==> src/rtl/alu_regfile_pipe.sv <==
// Register file plus ALU with a two-stage valid/ready pipeline and an NZCV flags register.
// Stage 0 reads operands with bypass from stage 1; stage 1 executes and retires into the output register.
module alu_regfile_pipe #(
    parameter int ADDR_BITS = 3,
    parameter int DATA_BITS = 8
) (
    input  logic                 clk,
    input  logic                 reset,
    input  logic                 in_valid,
    output logic                 in_ready,
    input  logic [3:0]           op,
    input  logic [ADDR_BITS-1:0] addr_a,
    input  logic [ADDR_BITS-1:0] addr_b,
    input  logic [ADDR_BITS-1:0] addr_r,
    input  logic [DATA_BITS-1:0] data_in,
    output logic                 out_valid,
    input  logic                 out_ready,
    output logic [DATA_BITS-1:0] out_data,
    output logic [3:0]           out_flags
);
    localparam int NUM_REGS = 2 ** ADDR_BITS;
    localparam int MSB      = DATA_BITS - 1;

    localparam logic [3:0] OP_READ  = 4'd1;
    localparam logic [3:0] OP_WRITE = 4'd2;
    localparam logic [3:0] OP_ADD   = 4'd3;
    localparam logic [3:0] OP_SUB   = 4'd4;
    localparam logic [3:0] OP_ADC   = 4'd5;
    localparam logic [3:0] OP_SBC   = 4'd6;
    localparam logic [3:0] OP_AND   = 4'd7;
    localparam logic [3:0] OP_OR    = 4'd8;
    localparam logic [3:0] OP_XOR   = 4'd9;
    localparam logic [3:0] OP_CMP   = 4'd10;

    logic [DATA_BITS-1:0] rf_q [NUM_REGS];
    logic [3:0]           flags_q, flags_d;

    logic                 s1_valid_q;
    logic [3:0]           s1_op_q;
    logic [DATA_BITS-1:0] s1_a_q, s1_b_q, s1_din_q;
    logic [ADDR_BITS-1:0] s1_dest_q;

    logic                 out_valid_q;
    logic [DATA_BITS-1:0] out_data_q;
    logic [3:0]           out_flags_q;

    logic                 adv, accept;
    logic                 wr_en, flag_upd, arith;
    logic [DATA_BITS-1:0] res_d, opb, opa_byp, opb_byp;
    logic                 cin;
    logic [DATA_BITS:0]   sum;

    assign adv       = !out_valid_q || out_ready;
    assign accept    = adv && in_valid;
    assign in_ready  = adv;
    assign out_valid = out_valid_q;
    assign out_data  = out_data_q;
    assign out_flags = out_flags_q;

    // Stage-1 execute; ADC/SBC take carry from flags_q, which already reflects every older command.
    always_comb begin
        res_d    = '0;
        opb      = s1_b_q;
        cin      = 1'b0;
        arith    = 1'b0;
        wr_en    = 1'b0;
        flag_upd = 1'b0;
        case (s1_op_q)
            OP_READ:  res_d = s1_a_q;
            OP_WRITE: begin res_d = s1_din_q; wr_en = 1'b1; end
            OP_ADD:   begin arith = 1'b1; wr_en = 1'b1; end
            OP_ADC:   begin arith = 1'b1; wr_en = 1'b1; cin = flags_q[1]; end
            OP_SUB:   begin arith = 1'b1; wr_en = 1'b1; opb = ~s1_b_q; cin = 1'b1; end
            OP_SBC:   begin arith = 1'b1; wr_en = 1'b1; opb = ~s1_b_q; cin = flags_q[1]; end
            OP_CMP:   begin arith = 1'b1; opb = ~s1_b_q; cin = 1'b1; end
            OP_AND:   begin res_d = s1_a_q & s1_b_q; wr_en = 1'b1; flag_upd = 1'b1; end
            OP_OR:    begin res_d = s1_a_q | s1_b_q; wr_en = 1'b1; flag_upd = 1'b1; end
            OP_XOR:   begin res_d = s1_a_q ^ s1_b_q; wr_en = 1'b1; flag_upd = 1'b1; end
            default:  res_d = '0;
        endcase
        sum = {1'b0, s1_a_q} + {1'b0, opb} + {{DATA_BITS{1'b0}}, cin};
        flags_d = flags_q;
        if (arith) begin
            res_d   = sum[MSB:0];
            flags_d = {res_d[MSB], res_d == '0, sum[DATA_BITS],
                       (s1_a_q[MSB] == opb[MSB]) && (res_d[MSB] != s1_a_q[MSB])};
        end else if (flag_upd) begin
            flags_d = {res_d[MSB], res_d == '0, 2'b00};
        end
        wr_en = wr_en && s1_valid_q;
        if (!s1_valid_q) flags_d = flags_q;
    end

    always_comb begin
        opa_byp = rf_q[addr_a];
        opb_byp = rf_q[addr_b];
        if (wr_en && s1_dest_q == addr_a) opa_byp = res_d;
        if (wr_en && s1_dest_q == addr_b) opb_byp = res_d;
    end

    always_ff @(posedge clk or negedge reset) begin
        if (!reset) begin
            for (int i = 0; i < NUM_REGS; i++) rf_q[i] <= '0;
            flags_q     <= '0;
            s1_valid_q  <= 1'b0;
            s1_op_q     <= '0;
            s1_a_q      <= '0;
            s1_b_q      <= '0;
            s1_din_q    <= '0;
            s1_dest_q   <= '0;
            out_valid_q <= 1'b0;
            out_data_q  <= '0;
            out_flags_q <= '0;
        end else if (adv) begin
            if (wr_en) rf_q[s1_dest_q] <= res_d;
            flags_q     <= flags_d;
            out_valid_q <= s1_valid_q;
            if (s1_valid_q) begin
                out_data_q  <= res_d;
                out_flags_q <= flags_d;
            end
            s1_valid_q <= accept;
            if (accept) begin
                s1_op_q   <= op;
                s1_a_q    <= opa_byp;
                s1_b_q    <= opb_byp;
                s1_din_q  <= data_in;
                s1_dest_q <= (op == OP_WRITE) ? addr_a : addr_r;
            end
        end
    end
endmodule

==> config.mk <==
export PLATFORM = sky130hd
export DESIGN_NAME = alu_regfile_pipe
export DESIGN_NICKNAME = d
export VERILOG_FILES = /design/src/rtl/alu_regfile_pipe.sv
export SDC_FILE = /design/constraint.sdc
export NUM_CORES = 1
export LEC_CHECK = 0
export CORE_ASPECT_RATIO = 1.1
export CORE_MARGIN = 1
export CORE_UTILIZATION = 55
export CTS_CLUSTER_DIAMETER = 60
export DETAILED_ROUTE_END_ITERATION = 8
export PLACE_DENSITY = 0.75
export SLEW_MARGIN = 20
export SYNTH_ARGS = -nofsm -noshare
export SYNTH_HDL_FRONTEND = slang
export SYNTH_SLANG_ARGS = --single-unit
export TNS_END_PERCENT = 10
==> constraint.sdc <==
create_clock -name clk -period 4.6 [get_ports clk]
set_input_delay 1.15 -clock clk [delete_from_list [all_inputs] [get_ports clk]]
set_output_delay 1.15 -clock clk [all_outputs]
set_load 0.01 [all_outputs]
==> job_summary.md, run 1 <==
## PnR job results

| Metric | Value |
|---|---|
| Outcome | complete, no violations |
| Fin nets | 723 |
| Buf/Inv on CP | 2 |
| Cell Type Count | 49 |
| FF+latch area | 2830 sq um |
| Die Span X | around 110 microns |
| Yosys Chip Area | 6520 sq um |
| Vias in the first global route | 5194 |
| Critical Path Sink Type | flip-flop |
| Part of the cycle the worst path needs | 0.842 |
| Post-cts gate resize count | 0 |
| Post-place instance area | roughly 7100 sq um |
| Design Power | between 5000 and 6000 uW |
| Final slew viol count | 0 |
| First-pass detailed-route iteration total | 4 |
| Post-Synth Adder-Cell Area | 0.0537 |
| Via count | 5043 |
| Cell family with most CP delay | AND-OR/OR-AND gates |
| Synthesized area per cell | 10.2 sq um |
| Core Density at Floorplan | 0.568 |
| Seq share, synth | 0.434 |
| Number of diodes | 0 |
| Die area | 12300 sq um |
| Post-placement cell count | 803 |
| Top FF cell, synth | dfrtp_1 |
| Hold_sp | out_data[1] |
| Comb area | 3440 sq um |
| H-tree Lvls | 4 |
| Most frequent cells after synthesis | dfrtp_1, nand2_1, o21ai_0 |
| Launch point of the worst path | s1_op_q[3] |
| Peak VDD IR | 0.401 mV |
| XOR/XNOR Fraction of Synth Area | 0.0295 |
| Bufs on Longest Clock Path | 2 |
| Top-area cell share | 0.434 |
| Tool warnings | 35 |
| Pleak | 0.00326 uW |
| Boundary Pins | 39 |
| Clk Latency, worst-skew pair | around 410 ps |
| Post-Synthesis Cells | around 640 |
| Number of enable flip-flop cells | 0 |
| Max-Cap Viols | 0 |
| Synth top cell by count | dfrtp_1 |
| Std cell rows | 41 |
| Period minus WS final | around 3900 ps |
| Gr ovfl total | 0 |
| Core ar. | 11500 sq um |
| Simple-gate share of the synthesized area | 0.114 |
| Layout cells sized above 1 | 0.174 |
| Inserted Clock Buffers | 17 |
| Starting DRC count in detailed routing | approximately 220 |
| Worst Slack Setup Final | 726 ps |
| DRC viols | 0 |
| Critical path's slowest cell | dfrtp_1 |
| Clock Sink Count | 113 |
| Buffers on Ports | 38 |
| Cell type with the largest total area | dfrtp_1 |
| Cell Area, Synth | 6520 sq um |
| Worst endpoint required time | 4930 ps |
| Worst-margin pin slew | approximately 1000 ps |
| CP Cell Sequence | nand2b_1 > a21oi_1 > buf_4 > xnor2_1 > fa_1 > inv_1 > fa_1 > a21o_1 > a21oi_1 > xnor2_1 > or4_1 > a2111oi_0 > a41oi_1 > a31oi_1 |
| Design area | between 7000 and 8000 sq um |
| Largest net degree at the start of global routing | 54 |
| Post-DP HPWL | 11.9 mm |
| FF-to-FF Start | s1_op_q[3] |
| WP data arrival | 4210 ps |
| Die H | around 120 microns |
| Hold Vio Cnt, Final | 0 |
| Vias per inst | 6.04 |
| Root buf cell | clkbuf_16 |
| Post-synth mux share | 0.180 |
==> run 1: power by group <==
part	internal, uW	switching (uW)	leakage, uW	total [uW]
clock	866	445	0.000303	1310
combinational	983	1150	0.00155	2130
sequential	1400	381	0.00141	1780
==> run 1: final timing paths <==
path / slack [ps] / to / depth (start not counted)
min in group asynchronous: 790 / rf_q[10] / 1
max: 730 / out_flags[2] / 14
max in group asynchronous: 2850 / rf_q[26] / 2
max reg2reg: 730 / out_flags[2] / 14
min: 480 / out_data[1] / 2
min reg2reg: 480 / out_data[1] / 2
==> run 1: kinds of logic (layout without fill, tap and decap cells) <==
logic type / after synthesis / in the layout
AOI/OAI and AO/OA: 168 / 168
xor gates and xnor gates: 22 / 22
adders and majority gates: 27 / 27
buffers and inverters: 67 / 114
muxes: 74 / 74
and+or+nand+nor: 167 / 167
DFF: 113 / 113
==> run 1: area by class of cell <==
| type | count | share of cell area |
|---|---|---|
| Multi-Input combinational cell | 458 | 0.448 |
| Sequential cell | 113 | 0.368 |
| Timing Repair Buffer | 59 | 0.0697 |
| Clock buffer | 23 | 0.0648 |
| Tap cell | 150 | 0.0244 |
| Clock inverter | 9 | 0.0134 |
| Inverter | 23 | 0.0112 |
==> run 1: worst reg2reg max path, stage by stage, from the launching register on <==
cell and delay, ps:
dfrtp_1 630, nand2b_1 290, a21oi_1 100, buf_4 220, xnor2_1 200, fa_1 220, inv_1 60, fa_1 420
a21o_1 180, a21oi_1 180, xnor2_1 100, or4_1 510, a2111oi_0 390, a41oi_1 110, a31oi_1 190
==> run 1: cell usage in the layout, fill, tap and decap left out, drive strengths merged, types with 4 or more instances in the layout <==
master	instances
nand3b	4
buf	22
ha	24
nor4	4
o21ai	63
clkinv	6
a211oi	6
xnor2	13
dfrtp	113
xor2	9
mux2i	16
a21oi	61
o21a	5
nand2	74
a22oi	8
nor2	60
mux4	32
mux2	26
inv	24
nor3	4
nand3	4
clkbuf	23
o221ai	5
clkdlybuf4s50	37
==> run 1: metal layers <==
layer	track usage	routed length, microns	vias up
met3	0.0592	845	42
met4	0.147	548	0
met1	0.339	6440	2474
met2	0.531	9030	169
met5	0	0	-
li1	-	-	2358
==> run 1: sequential cells by signal, summed over array words and instances, names as in the netlist <==
signal,cells
rf_q,64
s1_b_q,8
s1_valid_q,1
out_data,8
flags_q,4
s1_dest_q,3
out_valid,1
s1_din_q,8
s1_a_q,8
out_flags,4
s1_op_q,4
==> run 1: per-stage QoR <==
| stage | util | hold slack, ps |
|---|---|---|
| after CTS | 0.668 | 494 |
| after global routing | 0.668 | 515 |
| after detailed placement | 0.616 | 475 |
| final | 0.668 | 484 |
| after global placement | 0.616 | 468 |
| after floorplan | - | 461 |
run_1/congestion_map.png
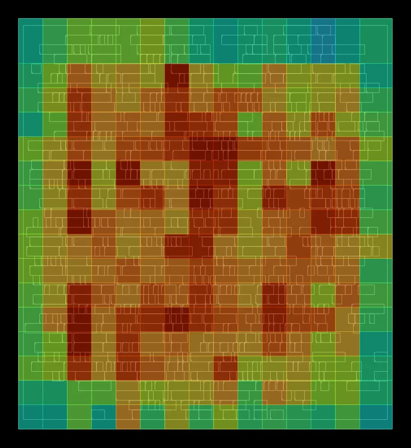
Tot GR Track Use: 0.295
gr busiest metal: met2
M3 GR Usage: 0.0592
Final Util: 0.668
WL/cell: 20.2 microns

run_1/ff_map.png
Bar = 20 microns. Other sequential cells in the stronger grey, the rest of the logic in the fainter grey.
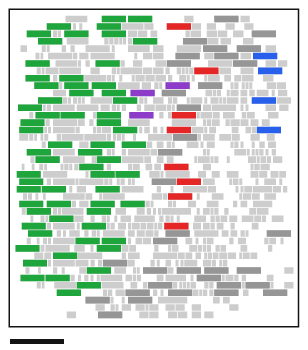
Red marks s1_a_q, sequential cells 8. Blue marks s1_op_q, sequential cells 4, where upper right. Green marks rf_q, sequential cells 64. Purple marks s1_dest_q, sequential cells 3.

run_1/layers.png
Only two layers are drawn.
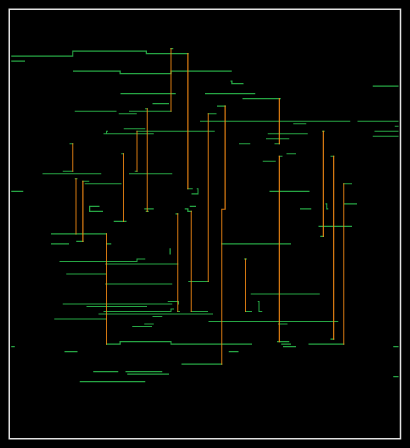
Orange marks M4, wire length 548 microns. Green marks M3, wire length 846 microns.

run_1/m4.png
Bar = 20 microns.
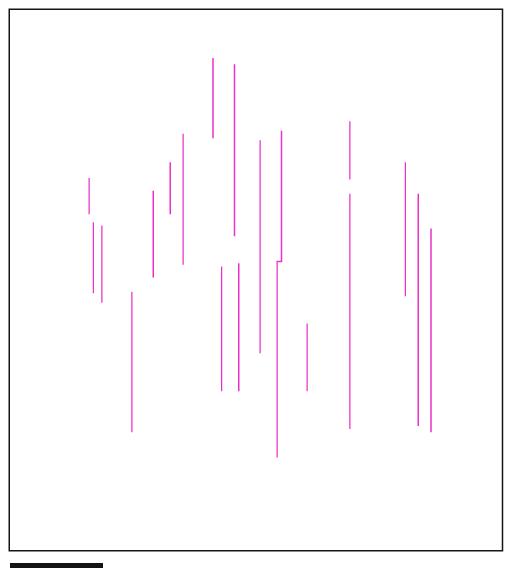
The longest straight run is 50.3 microns. 15 nets have wire on it. The layer carries 548 microns of wire. The layer holds 3.3% of the routed length. The wires run mostly vertical.

## Run 2: what changed since run 1
- CORE_UTILIZATION: 55 -> 54
- PLACE_DENSITY: 0.75 -> 0.76
- clock period: 4.6 -> 3.3 ns (I/O delays scaled with it)
==> run 2 against run 1 <==
  * Utilization grew 2.3 points
  * Global-route usage grew 0.99 points
  * Highest routed layer unchanged
  * Largest power group unchanged
  * Sequential power grew 39%
  * Setup slack lost 640 ps
  * First-iteration DRC count grew 100%
  * Clock power grew 61%
  * Final area grew 4.3%
  * Critical path type unchanged
  * Non-clock buffer count grew 16
==> job_summary.md, run 2 <==
## PnR job results

| Metric | Value |
|---|---|
| Yosys stat cell total | 638 (unchanged) |
| Cell type with the largest total area | dfrtp_1 (unchanged) |
| Final Setup Violations | 0 (unchanged) |
| Inserted Clock Buffers | 17 (unchanged) |
| Tot GR Track Use | 0.305 (was 0.295) |
| Yosys Chip Area | 6520 sq um (unchanged) |
| Max FFs per register | 64 (unchanged) |
| PD cells | 986 nW/um^2 (was 680 nW/um^2) |
| Max Clk Rate | 0.312 GHz (was 0.258 GHz) |
| CTS clock-pin slew for the worst setup and hold paths | 60 ps (was 50 ps) |
| Gr ovfl total | 0 (unchanged) |
| Number of enable flip-flop cells | 0 (unchanged) |
| Worst reg2reg path endpoint | out_flags[2] (unchanged) |
| Part of the cycle the worst path needs | 0.973 (was 0.842) |
| Most frequent logic cell in the layout | dfrtp_1 (unchanged) |
| Starting DRC count in detailed routing | 438 (was 215) |
| Layout cells sized above 1 | 0.215 (was 0.174) |
| Post-cts gate resize count | 0 (unchanged) |
| Setup crit start kind | flip-flop (unchanged) |
| Post-placement cell count | 819 (was 803) |
| Synthesized area per cell | 10.2 sq um (unchanged) |
| Vias per inst | 6.14 (was 6.04) |
| Root buf cell | clkbuf_16 (unchanged) |
| Outcome | complete, no violations (unchanged) |
| Largest Register | rf_q (unchanged) |
| Net count after synthesis | 689 (unchanged) |
| Buffers on Ports | 38 (unchanged) |
| Pleak | 0.00339 uW (was 0.00326 uW) |
| Top-area cell share | 0.434 (unchanged) |
| Most frequent cells after synthesis | dfrtp_1, nand2_1, o21ai_0 (unchanged) |
| Synth flops | 113 (unchanged) |
| Core Density at Floorplan | 0.563 (was 0.568) |
| FF-to-FF Start | s1_op_q[3] (unchanged) |
| Top area cell types | dfrtp_1, mux4_2, o21ai_0 (unchanged) |
| Post-place instance area | 7270 sq um (was 7070 sq um) |
| Seq share, synth | 0.434 (unchanged) |
| Top FF cell, synth | dfrtp_1 (unchanged) |
| DRC viols | 0 (unchanged) |
| Worst Slack Setup Final | 89.8 ps (was 726 ps) |
| Design area | 8020 sq um (was 7680 sq um) |
| Synthesis Warnings | 0 (unchanged) |
| Hold Vio Cnt, Final | 0 (unchanged) |
| Cell Area, Synth | 6520 sq um (unchanged) |
| Global-route wire length before repair | 27.8 mm (was 26.9 mm) |
| Pre-CTS setup slack | -7.65 ps (was 749 ps) |
| H-tree Lvls | 4 (unchanged) |
| Die area | 12500 sq um (was 12300 sq um) |
| Layout Skew | 9.73 ps (was 7.84 ps) |
| Rel. slew slack | 0.605 (was 0.306) |
| Worst endpoint required time | 3640 ps (was 4930 ps) |
| Clock Sink Count | 113 (unchanged) |
| Peak VDD IR | 0.593 mV (was 0.401 mV) |
| Final slew viol count | 0 (unchanged) |
| Vias in the first global route | 5273 (was 5194) |
| Post-CTS Setup Inserts | 0 (unchanged) |
| Max-Cap Viols | 0 (unchanged) |
| Hold Crit Class | in2async (was reg2reg) |
| Critical Path Sink Type | flip-flop (unchanged) |
| First-pass detailed-route iteration total | 5 (was 4) |
| R2R cell count | 13 (was 14) |
| Period minus WS final | 3210 ps (was 3870 ps) |
| RSZ-0062 raised after global routing | yes (was no) |
| WP data arrival | 3550 ps (was 4210 ps) |
| Largest net degree at the start of global routing | 80 (was 54) |
| R2r setup slk | 90 ps (was 730 ps) |
| Worst-margin pin slew | 591 ps (was 1030 ps) |
| Number of diodes | 0 (unchanged) |
| Fin nets | 739 (was 723) |
| Bufs on Longest Clock Path | 2 (unchanged) |
| Initial antenna violation count | 0 (unchanged) |
| Via count | 5224 (was 5043) |
| Die H | 117 microns (was 116 microns) |
| Synth top cell by count | dfrtp_1 (unchanged) |
| Design Power | 7910 uW (was 5220 uW) |
| Post-DP HPWL | 12.1 mm (was 11.9 mm) |
| Boundary Pins | 39 (unchanged) |
| Std cell rows | 41 (unchanged) |
| GPL Wtd Cong | 0.836 (was 0.876) |
| Critical path type | reg2reg (unchanged) |
| Cell Type Count | 49 (unchanged) |
| Post-Synthesis Cells | 638 (unchanged) |
| Area Growth Syn to Fin | 22.9% (was 17.8%) |
| Core ar. | 11600 sq um (was 11500 sq um) |
| Die Span X | 107 microns (was 106 microns) |
| Tool warnings | 36 (was 35) |
| CTS Hold Buffers Added | 0 (unchanged) |
| Most common logic cells in the final layout | dfrtp_1, nand2_1, nor2_1 (was dfrtp_1, nand2_1, o21ai_0) |
| CTS tree | done (unchanged) |
| Clk Latency, worst-skew pair | 420 ps (was 410 ps) |
==> run 2: cell counts after synthesis <==
Identical to the previous run, type by type.
==> run 2: cell families after synthesis <==
kind of cell | after synthesis | synth area share
buf+inv | 67 | 0.0409
flops | 113 | 0.434
simple gates | 167 | 0.114
mux | 74 | 0.180
fa+ha+maj | 27 | 0.0537
compound gates | 168 | 0.148
xor+xnor | 22 | 0.0295
==> run 2: worst max-delay path: stages (launching register included) <==
cell and delay (ps):
dfrtp_1 400, nand2b_2 250, a21oi_4 200, xnor2_2 140
fa_2 220, inv_1 60, fa_2 410, a21o_1 180
a21oi_2 150, xnor2_1 100, or4_4 540, a2111oi_4 200
a41oi_1 100, a31oi_1 200
==> run 2: layout make-up <==
type                       count  area [sq um]
inverter                      23          86.3
multi-input combinational    458          3520
sequential                   113          2830
fill                         874          3580
clock inverter                13           231
clock buffer                  19           453
timing repair buffer          75           706
tap                          150           188
==> run 2: how the worst max path moves through the flow <==
stage                     from            to  slack, ps  cells after the start
floorplan           s1_op_q[0]  out_flags[2]         70                     14
CTS                 s1_op_q[2]    flags_q[2]         20                     14
global placement    s1_op_q[2]  out_flags[2]        160                     14
global route        s1_op_q[3]     s1_a_q[7]        -50                     12
detailed placement  s1_op_q[2]    flags_q[2]         -8                     14
finish              s1_op_q[3]  out_flags[2]         90                     13
==> run 2: through the flow <==
stage / hold WS, ps / util / setup TNS (ps)
after floorplan: 461 / - / 0
after global placement: 466 / 0.627 / 0
after detailed placement: 469 / 0.627 / -7.65
after CTS: 376 / 0.686 / 0
after global routing: 400 / 0.691 / -137
final: 369 / 0.691 / 0
==> run 2: where the power goes <==
part	switching (uW)	internal, uW
logic	1800	1520
clock network	652	1450
registers	534	1950
total	2980	4920
==> run 2: routing by layer <==
| metal | GRT usage | part of all wire | vias up |
|---|---|---|---|
| met5 | 0 | 0 | - |
| met4 | 0.136 | 0.035 | 0 |
| met3 | 0.0681 | 0.059 | 42 |
| met2 | 0.542 | 0.53 | 211 |
| met1 | 0.357 | 0.38 | 2595 |
| li1 | - | - | 2376 |
run_2/gates.png
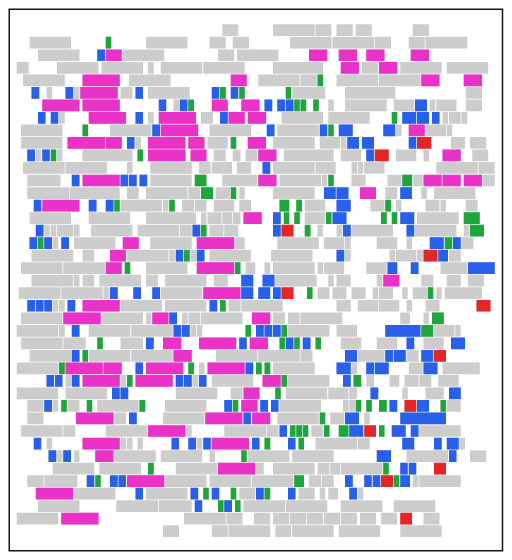
Magenta marks mux cells, cells 74, where all over the die. Red marks non-inverting ao/oa cells, cells 12. Green marks nand cells, cells 87. Blue marks aoi and oai cells, cells 156, where all over the die.

run_2/congestion_map.png
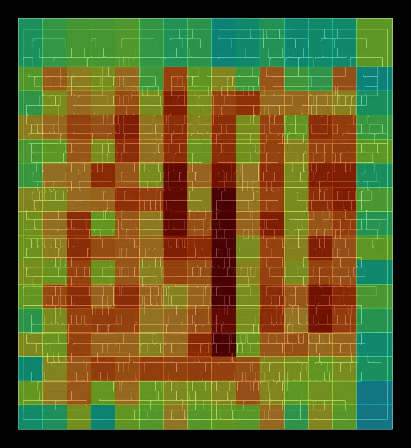
met1 usage: 0.357
M3 GR Usage: 0.0681
met2 usage: 0.542
Final Util: 0.691
WL/cell: 20.7 microns

Power is estimated from default activity; no workload was simulated.
